--- config.mk ---
export PLATFORM = sky130hd
export DESIGN_NAME = sccb_clk_gen
export DESIGN_NICKNAME = d
export VERILOG_FILES = /design/src/rtl/sccb_clk_gen.sv
export SDC_FILE = /design/constraint.sdc
export NUM_CORES = 1
export LEC_CHECK = 0
export ABC_AREA = 0
export CAP_MARGIN = 20
export CORE_ASPECT_RATIO = 1.1
export CORE_MARGIN = 3
export CORE_UTILIZATION = 50
export DETAILED_ROUTE_END_ITERATION = 12
export PLACE_DENSITY = 0.77
export SLEW_MARGIN = 0
export SYNTH_ARGS = -nofsm -noshare
export SYNTH_HDL_FRONTEND = slang
export SYNTH_SLANG_ARGS = --single-unit
--- constraint.sdc ---
create_clock -name clk -period 2.1 [get_ports clk]
set_input_delay 0.315 -clock clk [delete_from_list [all_inputs] [get_ports clk]]
set_output_delay 0.315 -clock clk [all_outputs]
set_load 0.1 [all_outputs]
--- src/rtl/sccb_clk_gen.sv ---
`default_nettype none
// ============================================================================
// sccb_clk_gen : runtime-programmable SCCB clock and phase-strobe generator
// Revision     : 1.0
// ============================================================================
module sccb_clk_gen #(
   parameter int CLK_FREQ      = 10_000_000,
   parameter int SCCB_CLK_FREQ = 100_000,
   parameter int DIV_WIDTH     = 16,
   parameter int DIV_MIN       = 3
) (
   input  logic                 clk,
   input  logic                 resetn,
   input  logic                 en,
   input  logic [DIV_WIDTH-1:0] div_in,
   input  logic                 div_load,
   output logic                 sccb_clk,
   output logic                 fall_pulse,
   output logic                 rise_pulse,
   output logic                 mid_low_pulse,
   output logic                 mid_high_pulse,
   output logic                 stop_pulse,
   output logic                 busy,
   output logic [DIV_WIDTH-1:0] div_active
);

   localparam int c_def_raw = (CLK_FREQ / SCCB_CLK_FREQ) / 2 - 1;
   localparam int c_def_int = (c_def_raw < DIV_MIN) ? DIV_MIN : c_def_raw;
   localparam logic [DIV_WIDTH-1:0] c_def     = DIV_WIDTH'(c_def_int);
   localparam logic [DIV_WIDTH-1:0] c_div_min = DIV_WIDTH'(DIV_MIN);

   localparam logic [1:0] c_IDLE = 2'd0;
   localparam logic [1:0] c_LOW  = 2'd1;
   localparam logic [1:0] c_HIGH = 2'd2;

   logic [1:0]           r_state;
   logic [DIV_WIDTH-1:0] r_count;
   logic [DIV_WIDTH-1:0] r_div_active;
   logic [DIV_WIDTH-1:0] r_pending;
   logic                 r_pending_valid;
   logic                 r_sccb_clk;
   logic                 r_fall;
   logic                 r_rise;
   logic                 r_mid_low;
   logic                 r_mid_high;
   logic                 r_stop;

   logic [DIV_WIDTH-1:0] w_mid;
   logic [DIV_WIDTH-1:0] w_load_val;
   logic                 w_end;
   logic                 w_boundary;

   // (D+1)/2 - 1 rewritten as (D>>1) minus one for even D, avoiding a D+1 overflow bit
   assign w_mid      = (r_div_active >> 1) - {{(DIV_WIDTH-1){1'b0}}, ~r_div_active[0]};
   assign w_load_val = (div_in < c_div_min) ? c_div_min : div_in;
   assign w_end      = (r_count == r_div_active);
   assign w_boundary = (r_state == c_IDLE) || ((r_state == c_HIGH) && w_end && en);

   always_ff @(posedge clk or negedge resetn) begin
      if (!resetn) begin
         r_state         <= c_IDLE;
         r_count         <= '0;
         r_div_active    <= c_def;
         r_pending       <= c_def;
         r_pending_valid <= 1'b0;
         r_sccb_clk      <= 1'b1;
         r_fall          <= 1'b0;
         r_rise          <= 1'b0;
         r_mid_low       <= 1'b0;
         r_mid_high      <= 1'b0;
         r_stop          <= 1'b0;
      end else begin
         r_fall     <= 1'b0;
         r_rise     <= 1'b0;
         r_stop     <= 1'b0;
         r_mid_low  <= (r_state == c_LOW)  && (r_count == w_mid);
         r_mid_high <= (r_state == c_HIGH) && (r_count == w_mid);

         if (w_boundary && r_pending_valid) begin
            r_div_active    <= r_pending;
            r_pending_valid <= 1'b0;
         end
         // a load coinciding with a boundary lands after the old pending was consumed
         if (div_load) begin
            r_pending       <= w_load_val;
            r_pending_valid <= 1'b1;
         end

         case (r_state)
            c_IDLE: begin
               r_count    <= '0;
               r_sccb_clk <= 1'b1;
               if (en) begin
                  r_state    <= c_LOW;
                  r_sccb_clk <= 1'b0;
                  r_fall     <= 1'b1;
               end
            end
            c_LOW: begin
               if (w_end) begin
                  r_state    <= c_HIGH;
                  r_count    <= '0;
                  r_sccb_clk <= 1'b1;
                  r_rise     <= 1'b1;
               end else begin
                  r_count <= r_count + DIV_WIDTH'(1);
               end
            end
            c_HIGH: begin
               if (w_end) begin
                  r_count <= '0;
                  if (en) begin
                     r_state    <= c_LOW;
                     r_sccb_clk <= 1'b0;
                     r_fall     <= 1'b1;
                  end else begin
                     r_state <= c_IDLE;
                     r_stop  <= 1'b1;
                  end
               end else begin
                  r_count <= r_count + DIV_WIDTH'(1);
               end
            end
            default: begin
               r_state    <= c_IDLE;
               r_count    <= '0;
               r_sccb_clk <= 1'b1;
            end
         endcase
      end
   end

   assign sccb_clk       = r_sccb_clk;
   assign fall_pulse     = r_fall;
   assign rise_pulse     = r_rise;
   assign mid_low_pulse  = r_mid_low;
   assign mid_high_pulse = r_mid_high;
   assign stop_pulse     = r_stop;
   assign busy           = (r_state != c_IDLE);
   assign div_active     = r_div_active;

endmodule
`default_nettype wire

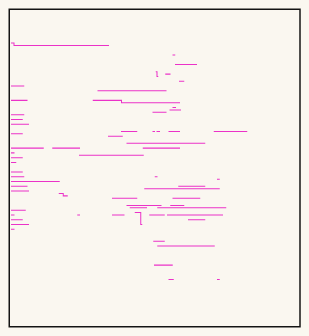
met3.png
wire length on this layer = 391 µm
longest straight run = 26.9 µm
main direction = horizontal
share of all routed wire = 4.9%
via count: 2,479
met3 Usage GRT: 0.0540
DRT Wirelength: 7960 µm

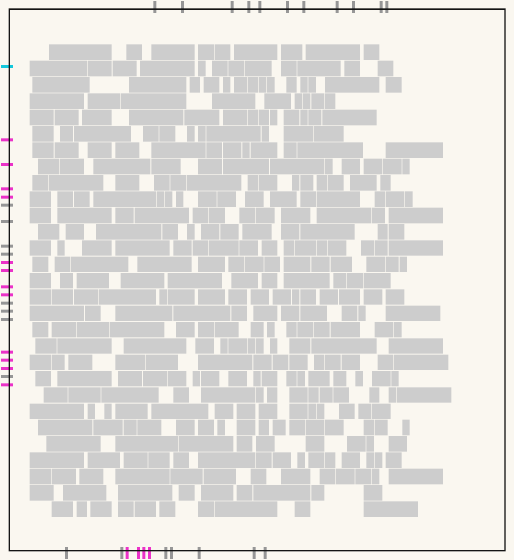
pins.png
Pins as bars across the die edge, other pins in gray.
clk -> cyan  # pins 1, direction input, edge left
div_in -> magenta  # pins 16, direction input, edge 12 left, 4 bottom
all pins by edge = 21 left, 11 top, 11 bottom
Buffers on Ports: 42
die height: 90.0 µm
die width: 82.4 µm

==> flow_summary.yaml <==
# synthesis and place-and-route metrics
outcome:
  status: "finished with violations"
  violations: "negative hold slack, negative setup slack"
sta:
  setup_slack_ns: -0.178
  clock_skew_ns: 0.00652
  slew_viol_final: 0
  whs_ns: -0.00762
  relSlewSlack: 0.575
  rsz0062_at_grt: "yes"
  setup_viol: 2
  tightest_slew_ns: 0.638
  hold_viol: 17
cells_and_area:
  antennaDiodeCount: 0
  fin_nets: 394
  final_area_um2: 4310
  fin_cells: 449
grt:
  grt_start_max_net_pins: 32
  grt_pass1_vias: 2491
  overflow: 0
  grtUsageTotal: 0.222
logic_synthesis:
  top_cells_by_area: "dfrtp_1 39%, xor2_1 9.3%, dfstp_2 5.7%"
  ys.flops: 57
  yosys_cells: 291
  yosys_area_um2: 3210
  ys_seq_share: 0.448
  flop_cell: "dfrtp_1"
  syn-cell-area_um2: 3210
  top_cell: "dfrtp_1"
  ys_warn_count: 0
worst_setup_path:
  crit_path_start_kind: "flip-flop"
  cp-startpoint: "div_active[1]$_DFFE_PN0P_"
  crit_buf_inv: 2
  timing.critical_path.mode_cell: "ha_4"
  path_cells: "inv_2, ha_4, ha_4, or4b_4, buf_6, nor2_2, a211oi_1, o21a_1, o211ai_1, nor3_1"
  ff2ff_path_depth: 10
  worstSetupPathType: "flip-flop to flip-flop"
  cp.depth: 10
  critPathMaxStageDelay_ns: 0.49
placed_design:
  routabilityCongestion: 0.855
  placedCellCount: 429
drt:
  drc: 0
  wl_per_cell_um: 17.7
  drt-met1-wl_um: 3310
  postRouteAntennaNets: 0
clock_tree:
  cts.root.buffer_cell: "clkbuf_8"
  htreeDepth: 3
  cts_buffers: 9
die:
  initial_utilization: 0.536
  io_pins: 43
pwr:
  p_total_uw: 6970
  ir_worst_vdd_v: 0.00110
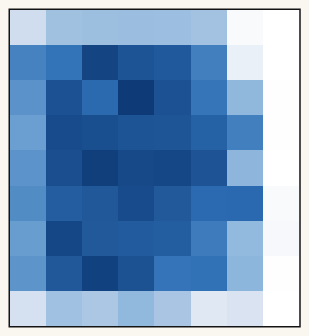
density.png
8 x 9 tiles, from white (low) to dark blue (high), 0 to 100% covered.
nearly empty tiles = 9.7%
emptiest ninth of the die = upper right
mean over tiles = 57%
fullest tile = 96%
densest ninth of the die = center
tiles over 75% full = 42%

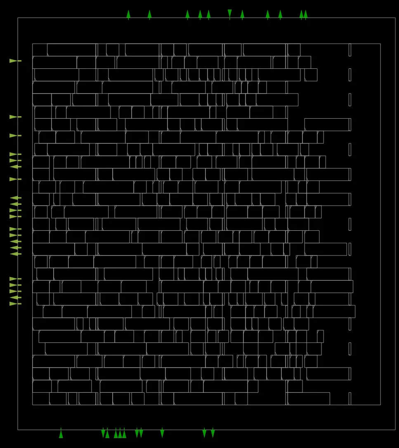
final_placement.png
Seq cells: 57
final core utilization: 0.720
Core ar.: 5990 µm²
fillers: 417

[layout make-up]
type / instances / area (µm²)
Tap cell: 77 / 96.3
Clock inverter: 3 / 65.1
Clock buffer: 13 / 159
Fill cell: 417 / 1680
Multi-Input combinational cell: 208 / 1720
Inverter: 9 / 33.8
Timing Repair Buffer: 82 / 767
Sequential cell: 57 / 1470
[worst min-delay path by stage]
stage	to	slack (ns)
CTS	div_active[6]$_DFFE_PN0P_	0.01
global route	div_active[6]$_DFFE_PN0P_	0.03
global placement	r_pending[11]$_DFFE_PN0P_	0.36
finish	div_active[6]$_DFFE_PN0P_	-0.008
floorplan	div_active[12]$_DFFE_PN0P_	0.02
detailed placement	r_pending[11]$_DFFE_PN0P_	0.38
[power by group]
group	internal (µW)	switching, µW	total (µW)
Combinational	1500	2610	4110
Sequential	1430	258	1690
Clock	732	434	1170
Total	3670	3300	6970
[repair_timing]
item,in CTS,in global routing
resized,4,6
pin swaps,10,4
buffers inserted,2,1
endpoints found under the setup margin,19,18
cloned,0,1
[routing by layer]
layer  vias to the layer above  global-route usage
li1                       1156                   -
met1                      1215               0.299
met2                        84               0.333
met3                        24              0.0540
met4                         0               0.102
met5                         -                   0
[stage by stage]
step / hold WS [ns] / setup TNS (ns) / utilization / setup WS (ns)
floorplan: 0.0194 / -2.88 / - / -0.217
global placement: 0.364 / -0.319 / 0.665 / -0.0573
detailed placement: 0.376 / -1.40 / 0.665 / -0.149
CTS: 0.0134 / -0.232 / 0.710 / -0.131
global route: 0.0317 / -0.631 / 0.720 / -0.309
finish: -0.00762 / -0.343 / 0.720 / -0.178
[sequential cells by signal (all words and copies together), names as in the netlist]
register	count
mid_low_pulse	1
rise_pulse	1
stop_pulse	1
r_count	16
div_active	16
r_state	2
mid_high_pulse	1
sccb_clk	1
r_pending	16
r_pending_valid	1
fall_pulse	1
[cell usage in the layout (no fill, tap or decap), drive strengths merged, types with 12 or more instances in the layout]
| cell type | n |
|---|---|
| buf | 63 |
| dfrtp | 50 |
| xor2 | 34 |
| mux2 | 31 |
| nor2 | 30 |
| clkdlybuf4s50 | 18 |
| xnor2 | 15 |
| clkbuf | 14 |
| nand2 | 12 |
| nor4 | 12 |
[cells by family (layout without fill, tap and decap cells)]
logic type,after synthesis,in the layout,synth area share
buf+inv,26,107,0.0406
mux,32,32,0.124
compound gates,29,29,0.0628
fa+ha+maj,7,7,0.0273
simple gates,91,91,0.164
flops,57,57,0.448
xor+xnor,49,49,0.134
No activity file was given, so power comes from the tool's default toggle rates.
